--- src/rtl/cpu_pkg.sv ---
// rtl/cpu_pkg.sv - shared register-file widths, writeback entry type and one-hot helper
package cpu_pkg;

    localparam int REG_ADDR_W = 5;
    localparam int DATA_W     = 32;
    localparam int NUM_REGS   = 32;

    typedef struct packed {
        logic                  valid;
        logic [REG_ADDR_W-1:0] wa;
        logic [DATA_W-1:0]     wd;
    } wb_entry_t;

    // One-hot register select; callers mask bit 0 where r0 must never appear
    function automatic logic [NUM_REGS-1:0] reg_onehot(input logic [REG_ADDR_W-1:0] a);
        logic [NUM_REGS-1:0] m;
        m    = '0;
        m[a] = 1'b1;
        return m;
    endfunction

endpackage

--- src/rtl/wb_fifo.sv ---
// rtl/wb_fifo.sv - secondary result queue with per-entry valid bits and squash-by-address
module wb_fifo
    import cpu_pkg::*;
#(
    parameter  int DEPTH = 4,
    localparam int PTR_W = $clog2(DEPTH)
) (
    input  logic                clk,
    input  logic                reg_reset,
    input  logic                push,
    input  wb_entry_t           push_entry,
    input  logic                pop,
    input  logic                squash_en,
    input  logic [REG_ADDR_W-1:0] squash_wa,
    output wb_entry_t           head,
    output logic                full,
    output logic                empty,
    output logic [PTR_W:0]      count,
    output logic [NUM_REGS-1:0] queued_mask,
    output logic [PTR_W:0]      squash_hits
);

    logic [PTR_W:0]          wr_ptr;
    logic [PTR_W:0]          rd_ptr;
    logic [PTR_W-1:0]        wr_idx;
    logic [PTR_W-1:0]        rd_idx;
    logic [DEPTH-1:0]        vld;
    logic [DEPTH-1:0]        occ;
    logic [DEPTH-1:0]        hit;
    logic                    push_ok;
    logic                    pop_ok;
    logic [REG_ADDR_W-1:0]   mem_wa [DEPTH];
    logic [DATA_W-1:0]       mem_wd [DEPTH];

    assign wr_idx  = wr_ptr[PTR_W-1:0];
    assign rd_idx  = rd_ptr[PTR_W-1:0];
    assign count   = wr_ptr - rd_ptr;
    assign empty   = (wr_ptr == rd_ptr);
    assign full    = (wr_ptr[PTR_W] != rd_ptr[PTR_W]) && (wr_idx == rd_idx);
    assign push_ok = push && !full;
    assign pop_ok  = pop && !empty;
    assign head    = {vld[rd_idx], mem_wa[rd_idx], mem_wd[rd_idx]};

    // Occupancy per slot, squash matches, and the mask of registers still owed a write
    always_comb begin
        occ         = '0;
        hit         = '0;
        queued_mask = '0;
        squash_hits = '0;
        for (int i = 0; i < DEPTH; i++) begin
            occ[i] = ((PTR_W+1)'(PTR_W'(PTR_W'(i) - rd_idx)) < count);
            hit[i] = squash_en && occ[i] && vld[i] && (mem_wa[i] == squash_wa);
            if (occ[i] && vld[i]) begin
                queued_mask = queued_mask | reg_onehot(mem_wa[i]);
            end
            if (hit[i]) begin
                squash_hits = squash_hits + 1'b1;
            end
        end
        queued_mask[0] = 1'b0;
    end

    // Pointers and valid bits; a slot's valid is dropped when squashed or freed by a pop
    always_ff @(posedge clk or negedge reg_reset) begin
        if (!reg_reset) begin
            wr_ptr <= '0;
            rd_ptr <= '0;
            vld    <= '0;
        end else begin
            for (int i = 0; i < DEPTH; i++) begin
                if (hit[i]) begin
                    vld[i] <= 1'b0;
                end
            end
            if (pop_ok) begin
                vld[rd_idx] <= 1'b0;
                rd_ptr      <= rd_ptr + 1'b1;
            end
            if (push_ok) begin
                vld[wr_idx] <= push_entry.valid;
                wr_ptr      <= wr_ptr + 1'b1;
            end
        end
    end

    // Payload storage needs no reset: an unoccupied slot is never observed
    always_ff @(posedge clk) begin
        if (push_ok) begin
            mem_wa[wr_idx] <= push_entry.wa;
            mem_wd[wr_idx] <= push_entry.wd;
        end
    end

endmodule

--- src/rtl/reg_writeback_ctrl.sv ---
// rtl/reg_writeback_ctrl.sv - register-file write port arbiter; WB_SQUASH_CNT_EN adds squash_cnt
module reg_writeback_ctrl
    import cpu_pkg::*;
#(
    parameter  int DEPTH = 4,
    localparam int PTR_W = $clog2(DEPTH)
) (
    input  logic                  clk,
    input  logic                  reg_reset,
    input  logic                  pri_valid,
    input  logic [REG_ADDR_W-1:0] pri_wa,
    input  logic [DATA_W-1:0]     pri_wd,
    input  logic                  sec_valid,
    output logic                  sec_ready,
    input  logic [REG_ADDR_W-1:0] sec_wa,
    input  logic [DATA_W-1:0]     sec_wd,
    output logic                  rf_we,
    output logic [REG_ADDR_W-1:0] rf_wa,
    output logic [DATA_W-1:0]     rf_wd,
    output logic [NUM_REGS-1:0]   pend_mask,
    output logic [PTR_W:0]        fifo_count
`ifdef WB_SQUASH_CNT_EN
    ,
    output logic [15:0]           squash_cnt
`endif
);

    logic                pri_live;
    logic                push;
    logic                pop;
    logic                full;
    logic                empty;
    wb_entry_t           push_entry;
    wb_entry_t           head;
    logic [NUM_REGS-1:0] queued_mask;
    logic [PTR_W:0]      squash_hits;

    // A primary write to r0 is a no-op and must not squash anything
    assign pri_live  = pri_valid && (pri_wa != '0);
    assign sec_ready = !full;
    assign push      = sec_valid && sec_ready;
    assign pop       = !pri_valid && !empty;

    // The primary result is younger, so a same-cycle secondary to the same register is dead on arrival
    assign push_entry = {(sec_wa != '0) && !(pri_live && (sec_wa == pri_wa)), sec_wa, sec_wd};

    wb_fifo #(.DEPTH(DEPTH)) u_fifo (
        .clk         (clk),
        .reg_reset   (reg_reset),
        .push        (push),
        .push_entry  (push_entry),
        .pop         (pop),
        .squash_en   (pri_live),
        .squash_wa   (pri_wa),
        .head        (head),
        .full        (full),
        .empty       (empty),
        .count       (fifo_count),
        .queued_mask (queued_mask),
        .squash_hits (squash_hits)
    );

    // Output stage: primary wins, else drain one queued entry, else hold address/data idle
    always_ff @(posedge clk or negedge reg_reset) begin
        if (!reg_reset) begin
            rf_we <= 1'b0;
            rf_wa <= '0;
            rf_wd <= '0;
        end else if (pri_valid) begin
            rf_we <= (pri_wa != '0);
            rf_wa <= pri_wa;
            rf_wd <= pri_wd;
        end else if (!empty) begin
            rf_we <= head.valid;
            rf_wa <= head.wa;
            rf_wd <= head.wd;
        end else begin
            rf_we <= 1'b0;
        end
    end

    // Registers with a write still in flight: valid queued entries plus the output stage
    always_comb begin
        pend_mask = queued_mask;
        if (rf_we) begin
            pend_mask = pend_mask | reg_onehot(rf_wa);
        end
        pend_mask[0] = 1'b0;
    end

`ifdef WB_SQUASH_CNT_EN
    logic [PTR_W+1:0] squash_inc;
    logic [16:0]      squash_sum;

    // Entries killed this edge: squashed queue slots plus any secondary enqueued already invalid
    always_comb begin
        squash_inc = {1'b0, squash_hits} + (PTR_W+2)'(push && !push_entry.valid);
        squash_sum = {1'b0, squash_cnt} + 17'(squash_inc);
    end

    // Saturating squash counter
    always_ff @(posedge clk or negedge reg_reset) begin
        if (!reg_reset) begin
            squash_cnt <= '0;
        end else begin
            squash_cnt <= squash_sum[16] ? 16'hFFFF : squash_sum[15:0];
        end
    end
`endif

endmodule

--- config.mk ---
export PLATFORM = sky130hd
export DESIGN_NAME = reg_writeback_ctrl
export DESIGN_NICKNAME = d
export VERILOG_FILES = /design/src/rtl/cpu_pkg.sv /design/src/rtl/wb_fifo.sv /design/src/rtl/reg_writeback_ctrl.sv
export SDC_FILE = /design/constraint.sdc
export NUM_CORES = 1
export LEC_CHECK = 0
export ABC_AREA = 1
export CAP_MARGIN = 25
export CORE_MARGIN = 1
export CORE_UTILIZATION = 50
export CTS_CLUSTER_DIAMETER = 30
export DETAILED_ROUTE_END_ITERATION = 7
export GPL_TIMING_DRIVEN = 0
export PLACE_DENSITY = 0.74
export RECOVER_POWER = 25
export SYNTH_ARGS = -nofsm -noshare
export SYNTH_HDL_FRONTEND = slang
export SYNTH_SLANG_ARGS = --single-unit
--- constraint.sdc ---
create_clock -name clk -period 4.1 [get_ports clk]
set_clock_uncertainty 0.15 [all_clocks]
set_input_delay 0.615 -clock clk [delete_from_list [all_inputs] [get_ports clk]]
set_output_delay 0.615 -clock clk [all_outputs]
set_load 0.02 [all_outputs]
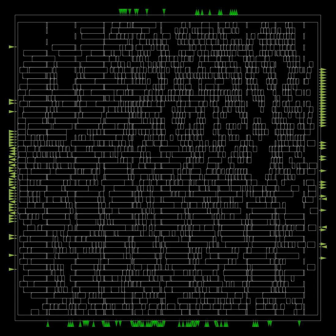
run_1/placed.png
flip-flops: 196
Tapcell Cnt: 270
Non-Filler Instances: 1746
num rows: 52

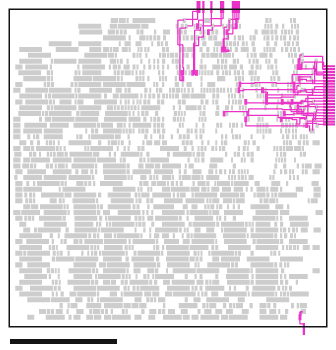
run_1/port_trees.png
Scale bar: 50 um.
- pend_mask: magenta (direction output; end cells 32; buffers 32; wire 849 um)
IO Pins: 152
I/O Buffers: 145

==> Slide: Implementation Results, run 1 <==
Run Summary

Job
  – Maxcap violations: 0
  – Count of tool warnings: 36

Power and ir drop
  – Clock share of power: 16.2%
  – Comb pwr share: 54.0%
  – Power density over the cells: 776 nW/um2
  – Worst VDD drop: 0.496 mV
  – P_sw: 4640 uW
  – Internal power: 5600 uW
  – Leak: 0.00539 uW
  – Seq pwr share: 29.8%

Final timing
  – Fin crit share: 95.7%
  – Actual slew at the worst max-slew pin: 949 ps
  – Unrepaired setup endpoints after global routing: false
  – Count of pins over their slew limit: 0
  – Worst rel slew slack: 36.2%
  – Worst Hold Slack: 339 ps
  – Min cycle time layout: 3920 ps
  – F_max: 255 MHz
  – Final worst setup slack: 177 ps
  – Final hold viol count: 0

Placement
  – Placed inst area: 12500 um2
  – Gpl congestion: 0.972
  – Place WS: -334 ps
  – Hpwl dp: 23.3 mm

Clocking
  – Post-CTS Hold Buffers: 1
  – CTS H-tree lvls: 4
  – Setup bufs post-CTS: 6
  – Root buffer cell: clkbuf_16
  – Later-pin clock latency in the skew report: 440 ps
  – CTS Buffer Depth: 2
  – Post-CTS Resized: 78
  – CTS tree: yes
  – Clock sink count: 196
  – Total clock buffers created by CTS: 17

Outcome
  – Outcome: finished, final reports clean

Final layout
  – Layout area overhead: 24.4%
  – Fill cells: 1778
  – Post-route cell area: 13200 um2
  – Top Layout Cells: nor2_1, nand2_1, o21ai_0, edfxtp_1, nand3_1
  – Fin nets: 1556
  – Most numerous logic cell after layout: nor2_1
  – Fraction of layout cells with a size suffix above 1: 9.84%

Yosys
  – Simple-Gate Area Share: 27.5%
  – Total of warnings raised by yosys: 0
  – Chip Area, Yosys: 10600 um2
  – Top logic family: simple AND/OR/NAND/NOR gates
  – Syn avg cell area: 8.29 um2
  – Syn nets: 1375
  – Post-Syn Area: 10600 um2
  – And-or/or-and share of the synthesized area: 9.97%
  – # Cells Yosys: 1280
  – Synth Instances: 1280
  – Mux share: 0%
  – Adder Area Share: 2.08%
  – Ys flops: 196

Global route
  – Vias in the first global route: 8949
  – Overflow after GRT: 0
  – Largest net degree at the start of global routing: 39
  – First-pass GRT wire length: 49.4 mm

Floorplan
  – Core Util at FP: 51.8%
  – Chip area: 21800 um2
  – Die Y-Extent: 148 um
  – Die Width: 148 um
  – Core area: 20500 um2

Worst setup path
  – Startpoint types: flip-flop
  – Critical path's slowest cell: fa_1
  – Worst stage delay on the critical path: 520 ps
  – Crit Path Class: reg2out
  – Crit-path most repeated cell: inv_1
  – Critical Path Sink Type: output port
  – Critical Path AT: 3160 ps
  – Largest delay share family, worst path: adder cells
  – WP buf/inv: 7
  – Crit path required time: 3340 ps
  – CP max FO: 7

Drt
  – Via density: 5.56
  – DRC violations left: 0
  – DRT Pass-1 Iters: 5
  – Initial DRC count: 1092

Min path
  – Worst Hold Class: reg2reg
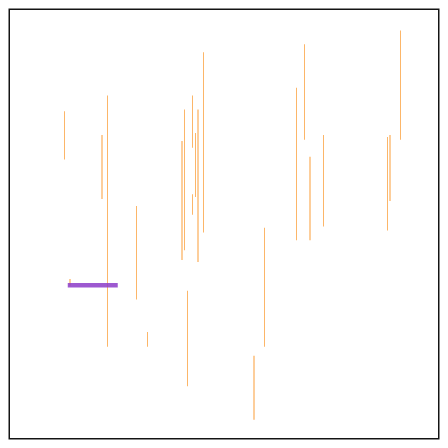
run_1/layers.png
Two of the layers only.
- M4: orange (wire length 745 um)
- M5: purple (wire length 15.6 um)
wire per inst: 18.4 um
final wirelength: 32.1 mm
via count: 9700
GR Util All Layers: 30.1%

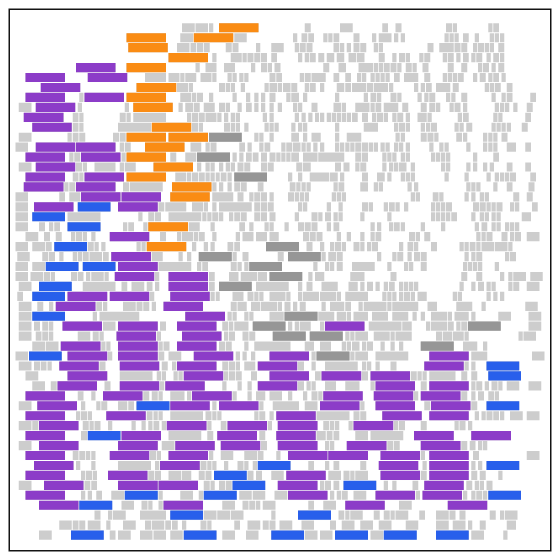
run_1/ff_map.png
Other sequential cells in the stronger grey, the rest of the logic in the fainter grey.
- u_fifo.mem_wd: purple (sequential cells 128)
- rf_wd: blue (sequential cells 32)
- u_fifo.mem_wa: orange (sequential cells 20)
- not coloured: 16
seq pwr: 3060 uW
Seq/total area: 42.8%
Reg area: 5650 um2
Post-Route Utilization: 64.4%

[run 1: stage by stage]
step,TNS (ps),instances,utilization (%)
floorplan,0,1280,-
global placement,-112120,1695,60.5
detailed placement,-8680,1699,61.0
CTS,0,1742,64.7
global route,0,1745,64.4
finish,0,1746,64.4
[run 1: final timing paths]
check	slack, ps	to	from	cells after the start
hold / removal	340	rf_wd[26]	rf_wd[26]	2
setup reg to reg	870	u_fifo.vld[2]	u_fifo.rd_ptr[0]	13
hold reg to reg	340	rf_wd[26]	rf_wd[26]	2
max in group asynchronous	2770	u_fifo.vld[2]	reg_reset	3
min in group asynchronous	490	rf_wd[10]	reg_reset	2
setup / recovery	180	pend_mask[19]	u_fifo.rd_ptr[0]	15
[run 1: per-layer routing]
metal  vias up  routed length (um)  track usage, %
met5         -                  15               0
met4         2                 744            10.0
met3        55                2590            5.43
met2       448               14500            46.6
met1      4532               14200            42.8
li1       4663                   -               -
[run 1: power groups by stage]
stage	Sequential, uW	Clock (uW)	Combinational [uW]
floorplan	3260	0	2810
global placement	3100	0	4730
detailed placement	3090	0	4890
CTS	3040	1660	5350
global route	3110	1750	6010
finish	3060	1650	5530
[run 1: registers in the layout, summed over array words and instances (netlist names)]
name	flops
rf_wa	5
rf_wd	32
rf_we	1
u_fifo.mem_wa	20
u_fifo.mem_wd	128
u_fifo.rd_ptr	3
u_fifo.vld	4
u_fifo.wr_ptr	3
[run 1: synth_stat cells]
| cell | instances | share of area [%] |
|---|---|---|
| o221ai_1 | 2 | 0.17 |
| buf_6 | 1 | 0.11 |
| nor2_2 | 1 | 0.059 |
| o22a_1 | 1 | 0.083 |
| ha_1 | 16 | 1.9 |
| inv_2 | 3 | 0.11 |
| nor2_8 | 1 | 0.19 |
| o211ai_1 | 3 | 0.21 |
| o21ai_1 | 29 | 1.4 |
| clkinv_1 | 2 | 0.071 |
| buf_4 | 5 | 0.35 |
| or2_2 | 1 | 0.059 |
| dfrtp_1 | 48 | 11 |
| buf_2 | 31 | 1.5 |
| nand3_2 | 4 | 0.38 |
| nand2_1 | 252 | 8.9 |
| nor2_4 | 1 | 0.11 |
| xor2_1 | 18 | 1.5 |
| nand2_2 | 2 | 0.12 |
| nor4_1 | 3 | 0.18 |
| fa_1 | 1 | 0.19 |
| buf_1 | 6 | 0.21 |
| o21bai_1 | 3 | 0.21 |
| nand3_1 | 130 | 6.1 |
| nand3b_2 | 1 | 0.11 |
| clkbuf_2 | 2 | 0.094 |
| inv_1 | 64 | 2.3 |
| a21oi_1 | 12 | 0.57 |
| clkbuf_1 | 25 | 0.88 |
| nor3_1 | 18 | 0.85 |
| nand4_1 | 11 | 0.65 |
| nor2_1 | 276 | 9.8 |
| conb_1 | 1 | 0.035 |
| xnor2_1 | 2 | 0.17 |
| o21ai_0 | 156 | 7.4 |
| edfxtp_1 | 148 | 42 |
[run 1: cell type report]
class,count,area (um2),share of cell area (%)
repair buffers,164,1520,11.5
inverters,69,267,2.02
plain buffers,68,365,2.77
well taps,270,338,2.56
flip-flops and latches,196,5650,42.8
multi-input cells,945,4460,33.8
clock buffers,18,429,3.25
diodes,2,5.00,0.0379
clock inverters,14,168,1.27
run_1/m2.png
Scale bar: 50 um.
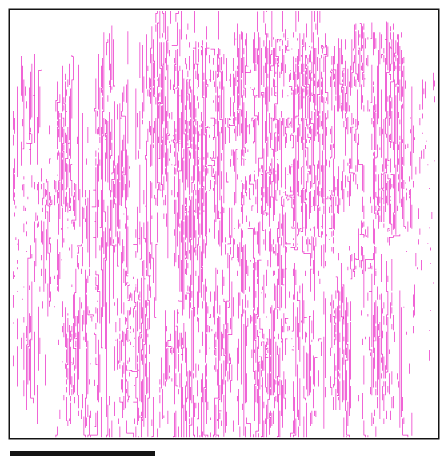

==> inputs of run 2 (changes only) <==
GPL_ROUTABILITY_DRIVEN = 0   (was not set)
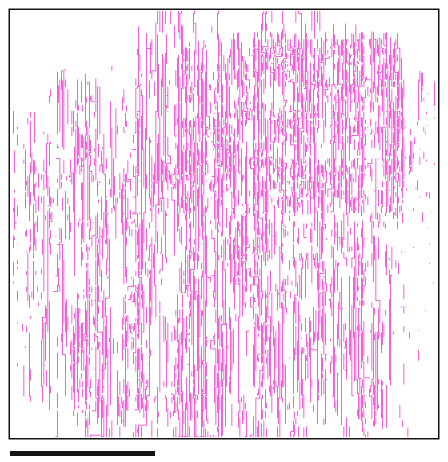
run_2/m2.png
Scale bar: 50 um.
- longest straight run: 54.7 um
- nets with wire on the layer: 1209
- wire length on this layer: 14700 um
- main direction: vertical

==> Slide: Implementation Results, run 2 <==
Run Summary

Outcome
  – Outcome: finished, final reports clean

Power and ir drop
  – Comb pwr share: 54.3%
  – Clock share of power: 16.2%
  – P_sw: 4660 uW
  – Worst VDD drop: 0.494 mV
  – Switch share: 45.0%
  – Seq pwr share: 29.5%
  – Power density over the cells: 783 nW/um2
  – Leak: 0.00543 uW
  – Internal power: 5710 uW

Final layout
  – Top Layout Cells: nor2_1, nand2_1, o21ai_0, edfxtp_1, nand3_1
  – Non-Filler Instances: 1749
  – Fraction of layout cells with a size suffix above 1: 10.2%
  – Number of flip-flops in the largest register: 128
  – Most numerous logic cell after layout: nor2_1
  – Fill cells: 1708
  – Top flop regs: u_fifo.mem_wd: 128 flops, rf_wd: 32 flops, u_fifo.mem_wa: 20 flops
  – Layout area overhead: 24.8%
  – Fin nets: 1560
  – Biggest register: u_fifo.mem_wd

Job
  – Count of tool warnings: 36
  – Maxcap violations: 0

Yosys
  – Synth cell count leaders: nor2_1, nand2_1, o21ai_0
  – Async set-reset flop share out of synthesis: 24.5%
  – Most common reg cell: edfxtp_1
  – Cell area leaders: edfxtp_1, dfrtp_1, nor2_1
  – Total of warnings raised by yosys: 0
  – Top-area cell share: 41.9%
  – Adder Area Share: 2.08%
  – Post-Syn Area: 10600 um2
  – Top logic family: simple AND/OR/NAND/NOR gates
  – Syn avg cell area: 8.29 um2
  – Simple-Gate Area Share: 27.5%
  – Chip Area, Yosys: 10600 um2
  – Syn nets: 1375
  – Synth Instances: 1280
  – EDFF count, synth: 148
  – And-or/or-and share of the synthesized area: 9.97%

Global route
  – Largest net degree at the start of global routing: 38
  – Overflow after GRT: 0
  – GR Util All Layers: 29.0%
  – First-pass GRT wire length: 48.0 mm
  – Initial antenna violation count: 3

Floorplan
  – Chip area: 21800 um2
  – Core area: 20500 um2
  – Core Util at FP: 51.8%
  – IO Pins: 152
  – Die Width: 148 um
  – Num rows: 52
  – Die Y-Extent: 148 um

Worst setup path
  – Crit Path Class: reg2out
  – Critical Path Sink Type: output port
  – Critical Path AT: 3190 ps
  – CP max FO: 10
  – Crit path required time: 3340 ps
  – Startpoint types: flip-flop

Final timing
  – Unrepaired setup endpoints after global routing: false
  – Actual slew at the worst max-slew pin: 817 ps
  – Worst Hold Slack: 345 ps
  – Count of pins over their slew limit: 0
  – F_max: 253 MHz
  – Fin crit share: 96.5%
  – Final hold viol count: 0
  – Worst rel slew slack: 45.1%
  – Min cycle time layout: 3960 ps

Drt
  – DRT Pass-1 Iters: 6
  – Final wirelength: 31.7 mm
  – Initial DRC count: 1245
  – Via count: 9856
  – Wire per inst: 18.1 um
  – DRC violations left: 0

Clocking
  – CTS H-tree lvls: 4
  – Worst-path clk slew: 80 ps
  – Clock sink count: 196
  – CTS Buffer Depth: 2
  – Total clock buffers created by CTS: 17
  – Root buffer cell: clkbuf_16
  – CTS tree: yes
  – Later-pin clock latency in the skew report: 440 ps

Min path
  – Worst Hold Class: reg2reg

Placement
  – Hpwl dp: 22.6 mm
  – I/O Buffers: 145
  – Placed Instances: 1700
-- run 2: logic make-up (layout without fill, tap and decap cells) --
logic type	count (synthesis)	after routing
fa+ha+maj	17	17
xor+xnor	20	20
flops	196	196
compound gates	206	206
simple gates	701	701
other cells	1	2
buf+inv	139	337
-- run 2: final cells by class --
class	count	area, um2	share of cell area, %
antenna	1	2.50	0.0189
timing repair buffer	168	1570	11.8
clock inverter	15	180	1.36
clock buffer	17	425	3.21
inverter	69	269	2.03
multi-input combinational	945	4440	33.5
buffer	68	372	2.81
sequential	196	5650	42.7
tap	270	338	2.55
-- run 2: worst paths after layout --
path | start | endpoint | slack [ps] | depth (start not counted)
max in group asynchronous | reg_reset | u_fifo.wr_ptr[0] | 2740 | 3
min | rf_wd[2] | rf_wd[2] | 340 | 2
min reg2reg | rf_wd[2] | rf_wd[2] | 340 | 2
max reg2reg | u_fifo.rd_ptr[0] | u_fifo.vld[0] | 890 | 13
max | u_fifo.wr_ptr[0] | pend_mask[7] | 140 | 15
min in group asynchronous | reg_reset | rf_wd[10] | 500 | 2
-- run 2: what timing repair did --
item	4_1_cts	5_1_grt
gates resized	84	65
pin swaps	5	5
hold endpoints to repair	14	0
hold buffers	1	0
gates cloned	2	2
setup endpoints to repair	31	31
buffers inserted	6	7
-- run 2: metal layers --
metal | GRT usage, % | routed length, um
met4 | 10.4 | 760
met1 | 41.0 | 13200
met2 | 45.3 | 14700
met5 | 0 | 22
met3 | 4.72 | 3040
-- run 2: metrics by stage --
step	total power, uW	worst slack, ps	instance area [um2]	setup TNS, ps
2_1_floorplan	6070	117	10600	0
5_1_grt	10900	16.6	13200	0
6_report	10400	142	13200	0
3_3_place_gp	7770	-1510	12400	-111960
3_5_place_dp	7950	-334	12500	-8330
4_1_cts	9880	0.933	13200	0
-- run 2: critical path, stage by stage (launching register included) --
cell and delay, ps:
dfrtp_2 430, inv_4 60, ha_2 170, inv_1 60, fa_1 520, inv_2 80, ha_1 270, nand2_1 50
nand2_1 110, nand3_4 120, nand2_2 140, buf_8 160, nor2_1 50, nor2_1 160, nand2_1 80, clkdlybuf4s15_1 290
-- run 2: power by group through the flow --
stage / clock network [uW] / registers, uW / logic [uW]
floorplan: 0 / 3260 / 2810
detailed placement: 0 / 3080 / 4870
global placement: 0 / 3100 / 4670
CTS: 1690 / 3040 / 5150
finish: 1680 / 3060 / 5630
global route: 1770 / 3110 / 6050
No activity file was given, so power comes from the tool's default toggle rates.
